[src/rtl/flash_adc_seq_decoder.sv]
// Flash-ADC sequencer and thermometer decoder.
// The block drives the sample/settle/capture cycle of a (2^NBITS-1)-comparator
// flash ADC. It bubble-corrects each captured thermometer code with a
// three-input majority vote and averages 2^AVG_LOG2 conversions. Each averaged
// result is presented on a valid/ready port.
module flash_adc_seq_decoder #(
  parameter int NBITS         = 3,
  parameter int AVG_LOG2      = 2,
  parameter int SAMP_CYCLES   = 2,
  parameter int SETTLE_CYCLES = 1
) (
  input  logic                    wb_clk_i,
  input  logic                    wb_rst_i,
  input  logic                    start,
  input  logic [(2**NBITS)-2:0]   comp,
  output logic                    samp,
  output logic                    busy,
  output logic [NBITS-1:0]        dout,
  output logic                    dout_valid,
  input  logic                    dout_ready,
  output logic                    eoc,
  output logic                    bubble_err
);

  // Comparator count, accumulator width and conversion-counter width.
  // The accumulator holds at most M * 2^AVG_LOG2, so it cannot overflow.
  localparam int M      = (2**NBITS) - 1;
  localparam int ACC_W  = NBITS + AVG_LOG2;
  localparam int CNT_W  = AVG_LOG2 + 1;
  localparam int PH_MAX = (SAMP_CYCLES > SETTLE_CYCLES) ? SAMP_CYCLES : SETTLE_CYCLES;
  localparam int PH_W   = (PH_MAX > 1) ? $clog2(PH_MAX) : 1;

  localparam logic [CNT_W-1:0] LAST_CONV   = CNT_W'((2**AVG_LOG2) - 1);
  localparam logic [PH_W-1:0]  SAMP_LAST   = PH_W'(SAMP_CYCLES - 1);
  localparam logic [PH_W-1:0]  SETTLE_LAST = PH_W'(SETTLE_CYCLES - 1);

  typedef enum logic [2:0] {
    ST_IDLE    = 3'd0,
    ST_SAMPLE  = 3'd1,
    ST_SETTLE  = 3'd2,
    ST_CAPTURE = 3'd3,
    ST_RESULT  = 3'd4
  } state_t;

  // Majority of three bits.
  function automatic logic maj3(input logic a, input logic b, input logic c);
    return (a & b) | (a & c) | (b & c);
  endfunction

  // Bubble-corrected code of a thermometer word.
  // The word is extended with an implicit 1 below comp[0] and an implicit 0
  // above comp[M-1]. Each position takes the majority of itself and its two
  // neighbours, and the result is the number of ones after correction.
  function automatic logic [NBITS-1:0] therm_to_code(input logic [M-1:0] t);
    logic [M+1:0]     te;
    logic [NBITS-1:0] n;
    te = {1'b0, t, 1'b1};
    n  = {NBITS{1'b0}};
    for (int i = 0; i < M; i++) begin
      n = n + NBITS'(maj3(te[i], te[i+1], te[i+2]));
    end
    return n;
  endfunction

  // A raw word is not a valid thermometer if a comparator reads 1 while the
  // comparator directly below it reads 0.
  function automatic logic therm_invalid(input logic [M-1:0] t);
    logic bad;
    bad = 1'b0;
    for (int i = 0; i < M - 1; i++) begin
      bad = bad | (t[i+1] & ~t[i]);
    end
    return bad;
  endfunction

  state_t             state_r;
  logic [PH_W-1:0]    phase_r;
  logic [CNT_W-1:0]   conv_r;
  logic [ACC_W-1:0]   acc_r;
  logic               bub_acc_r;
  logic               samp_r;
  logic               busy_r;
  logic [NBITS-1:0]   dout_r;
  logic               dout_valid_r;
  logic               eoc_r;
  logic               bubble_err_r;

  logic [NBITS-1:0]   code_s;
  logic               raw_bad_s;
  logic [ACC_W-1:0]   sum_s;

  // Decode the live comparator word and form the running sum.
  // These values are consumed only in the CAPTURE state.
  always_comb begin
    code_s    = therm_to_code(comp);
    raw_bad_s = therm_invalid(comp);
    sum_s     = acc_r + ACC_W'(code_s);
  end

  // Sequencer FSM with accumulator and registered outputs.
  always_ff @(posedge wb_clk_i) begin
    if (wb_rst_i) begin
      state_r      <= ST_IDLE;
      phase_r      <= {PH_W{1'b0}};
      conv_r       <= {CNT_W{1'b0}};
      acc_r        <= {ACC_W{1'b0}};
      bub_acc_r    <= 1'b0;
      samp_r       <= 1'b0;
      busy_r       <= 1'b0;
      dout_r       <= {NBITS{1'b0}};
      dout_valid_r <= 1'b0;
      eoc_r        <= 1'b0;
      bubble_err_r <= 1'b0;
    end else begin
      case (state_r)
        ST_IDLE: begin
          eoc_r <= 1'b0;
          if (start) begin
            state_r   <= ST_SAMPLE;
            phase_r   <= {PH_W{1'b0}};
            conv_r    <= {CNT_W{1'b0}};
            acc_r     <= {ACC_W{1'b0}};
            bub_acc_r <= 1'b0;
            samp_r    <= 1'b1;
            busy_r    <= 1'b1;
          end else begin
            busy_r <= 1'b0;
            samp_r <= 1'b0;
          end
        end

        ST_SAMPLE: begin
          if (phase_r == SAMP_LAST) begin
            state_r <= ST_SETTLE;
            phase_r <= {PH_W{1'b0}};
            samp_r  <= 1'b0;
          end else begin
            phase_r <= phase_r + PH_W'(1);
          end
        end

        ST_SETTLE: begin
          if (phase_r == SETTLE_LAST) begin
            state_r <= ST_CAPTURE;
            phase_r <= {PH_W{1'b0}};
          end else begin
            phase_r <= phase_r + PH_W'(1);
          end
        end

        ST_CAPTURE: begin
          // comp is looked at only in this cycle.
          acc_r     <= sum_s;
          bub_acc_r <= bub_acc_r | raw_bad_s;
          if (conv_r == LAST_CONV) begin
            // The last capture goes straight into the result register.
            // Truncating the average is intended.
            state_r      <= ST_RESULT;
            dout_r       <= NBITS'(sum_s >> AVG_LOG2);
            bubble_err_r <= bub_acc_r | raw_bad_s;
            dout_valid_r <= 1'b1;
            eoc_r        <= 1'b1;
          end else begin
            state_r <= ST_SAMPLE;
            conv_r  <= conv_r + CNT_W'(1);
            samp_r  <= 1'b1;
          end
        end

        ST_RESULT: begin
          eoc_r <= 1'b0;
          // dout and bubble_err stay frozen until the consumer takes them.
          // A start that arrives here is dropped.
          if (dout_ready) begin
            state_r      <= ST_IDLE;
            dout_valid_r <= 1'b0;
            busy_r       <= 1'b0;
          end else begin
            dout_valid_r <= 1'b1;
          end
        end

        default: begin
          state_r      <= ST_IDLE;
          samp_r       <= 1'b0;
          busy_r       <= 1'b0;
          dout_valid_r <= 1'b0;
          eoc_r        <= 1'b0;
        end
      endcase
    end
  end

  assign samp       = samp_r;
  assign busy       = busy_r;
  assign dout       = dout_r;
  assign dout_valid = dout_valid_r;
  assign eoc        = eoc_r;
  assign bubble_err = bubble_err_r;

endmodule
[config.mk]
export PLATFORM = sky130hd
export DESIGN_NAME = flash_adc_seq_decoder
export DESIGN_NICKNAME = d
export VERILOG_FILES = /design/src/rtl/flash_adc_seq_decoder.sv
export SDC_FILE = /design/constraint.sdc
export NUM_CORES = 1
export LEC_CHECK = 0
export CORE_MARGIN = 3
export CORE_UTILIZATION = 40
export CTS_CLUSTER_SIZE = 12
export DETAILED_ROUTE_END_ITERATION = 10
export GPL_TIMING_DRIVEN = 0
export HOLD_SLACK_MARGIN = 0.08
export SYNTH_ARGS = -nofsm -noshare
export SYNTH_HDL_FRONTEND = slang
export SYNTH_SLANG_ARGS = --single-unit
[constraint.sdc]
create_clock -name wb_clk_i -period 4.9 [get_ports wb_clk_i]
set_input_delay 0.735 -clock wb_clk_i [delete_from_list [all_inputs] [get_ports wb_clk_i]]
set_output_delay 0.735 -clock wb_clk_i [all_outputs]
set_load 0.05 [all_outputs]
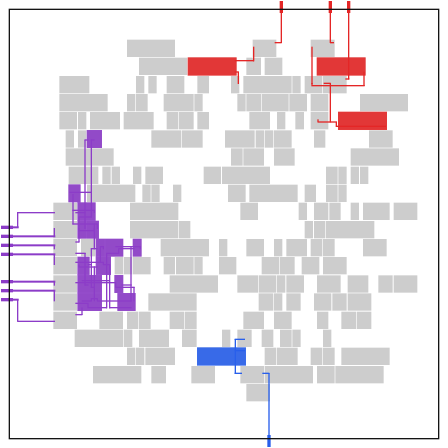
Fig. 1. Port wiring.
legend:
  red:
    port: dout
    bits: 3
    direction: output
    end_cells: 3
    buffers: 3
    wire: 61.7 um
  purple:
    port: comp
    bits: 7
    direction: input
    end_cells: 14
    buffers: 7
    wire: 208 um
  blue:
    port: samp
    bits: 1
    direction: output
    end_cells: 1
    buffers: 1
    wire: 19.0 um

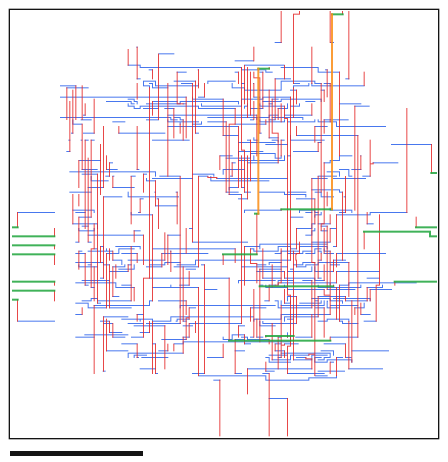
Fig. 2. Routed metal, one colour a layer.
Scale bar: 20 um.
legend:
  blue:
    layer: met1
    wire_length: 1360 um
  orange:
    layer: met4
    wire_length: 51.0 um
  green:
    layer: met3
    wire_length: 100 um
  red:
    layer: met2
    wire_length: 1350 um

==> run notes <==
run metrics: Yosys Warn Count 0, Setup TNS 0 ns, EDFF count, synth 0, cell count after synthesis 162, GRT busiest layer met2, GR Util met3 0.01757, die area 4125 um2, number of port buffers 17, max capacitance violation total 0, met2 routed WL 1.349 mm, Met3 Wirelength 100 um, total tool warning count 26, Post-synth ARST share 0, Final min period 4.387 ns, htree depth 1, ys flop type dfxtp_1, die height 64.23 um, syn nets 186, M2 GR Usage 0.2619, Pins Over Slew Limit 0, CTS Buffer Depth 2, Non-clock buffering overhead 0.1307, Internal 266.9 uW, crit-path max FO 5, Setup Buffers After CTS 0, multi-input gates 120, Finished Core Util 0.5099, WHS 0.4651 ns, GRT overflow 0, Vias 1196, Yosys top cell by area dfxtp_1, Initial DRC Count 69, Max stage delay cell, worst path clkdlybuf4s50_1, commonest cells in the synthesized netlist dfxtp_1, nor2_1, a21oi_1, inv_1, ha_1, Cell Type Count 44, syn avg cell area 8.372 um2, Post-DP Area 1582 um2, placed insts 223, later-pin clock latency in the skew report 0.30 ns, Final WS setup 0.5131 ns, total power 392.5 uW, clk root buf clkbuf_4, first-pass GRT wire length 5.037 mm, Leak 0.6248 nW, Main logic family simple AND/OR/NAND/NOR gates, # Taps 44, #FFs+latches synth 21, met1 WL 1.363 mm, critical path's top delay family adder cells, aoi share 0.1965, Max VDD drop 0.06935 mV, pin count of the biggest net entering global routing 12, global routing usage on met1 0.1892, outcome finished, final reports clean, clock tree cell share of total cell area 0.01634, Setup crit end dout[2], Layout clock buffers 4, # IOs 19, Num Clock Sinks 21, hold path startpoint dout[0], slew margin rel. 0.6631, post-route cell area 1608 um2, die width 64.23 um, Fin Clk Skew 0.003790 ns, part of the power in combinational logic 0.325, Setup WS pre-CTS 0.2157 ns, Least-Margin Pin Slew 0.5053 ns, maximum cell stage delay along the critical path 0.55 ns, Comb. pwr 128 uW, Post-DP HPWL 2.202 mm, Nets 208
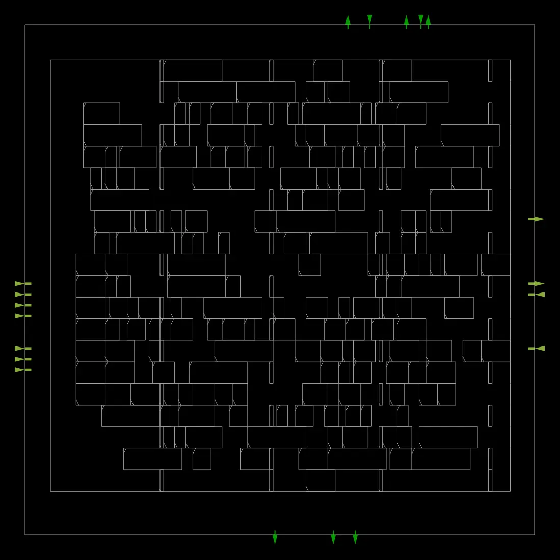
Fig. 3. Cell placement.
final non-filler cell total: 227
flop share of the area: 0.2615

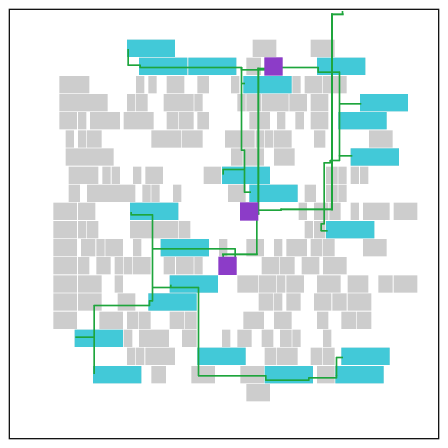
Fig. 4. Clock distribution.
legend:
  green:
    item: clock wires
    length: 272 um
  purple:
    item: cells driving clock nets
    count: 3
  cyan:
    item: flip-flops
    count: 21
routed clock nets: 4

## cell usage in the layout, fill, tap and decap left out, drive strengths merged, types with 2 or more instances in the layout
cell type / netlist / final
a211o: 2 / 2
a211oi: 2 / 2
a21o: 3 / 3
a21oi: 15 / 15
a22oi: 3 / 3
a31oi: 2 / 2
and2: 2 / 2
buf: 3 / 3
clkbuf: 5 / 9
clkdlybuf4s50: 0 / 17
dfxtp: 21 / 21
fa: 4 / 4
ha: 9 / 9
inv: 13 / 13
maj3: 2 / 2
nand2: 6 / 6
nand2b: 5 / 5
nand3: 5 / 5
nand3b: 6 / 6
nand4b: 2 / 2
nor2: 19 / 19
nor2b: 3 / 3
nor3: 2 / 2
nor3b: 2 / 2
o211ai: 3 / 3
o21ai: 5 / 5
o22ai: 2 / 2
or2: 2 / 2
or3b: 2 / 2
or4: 2 / 2
Power is estimated from default activity; no workload was simulated.
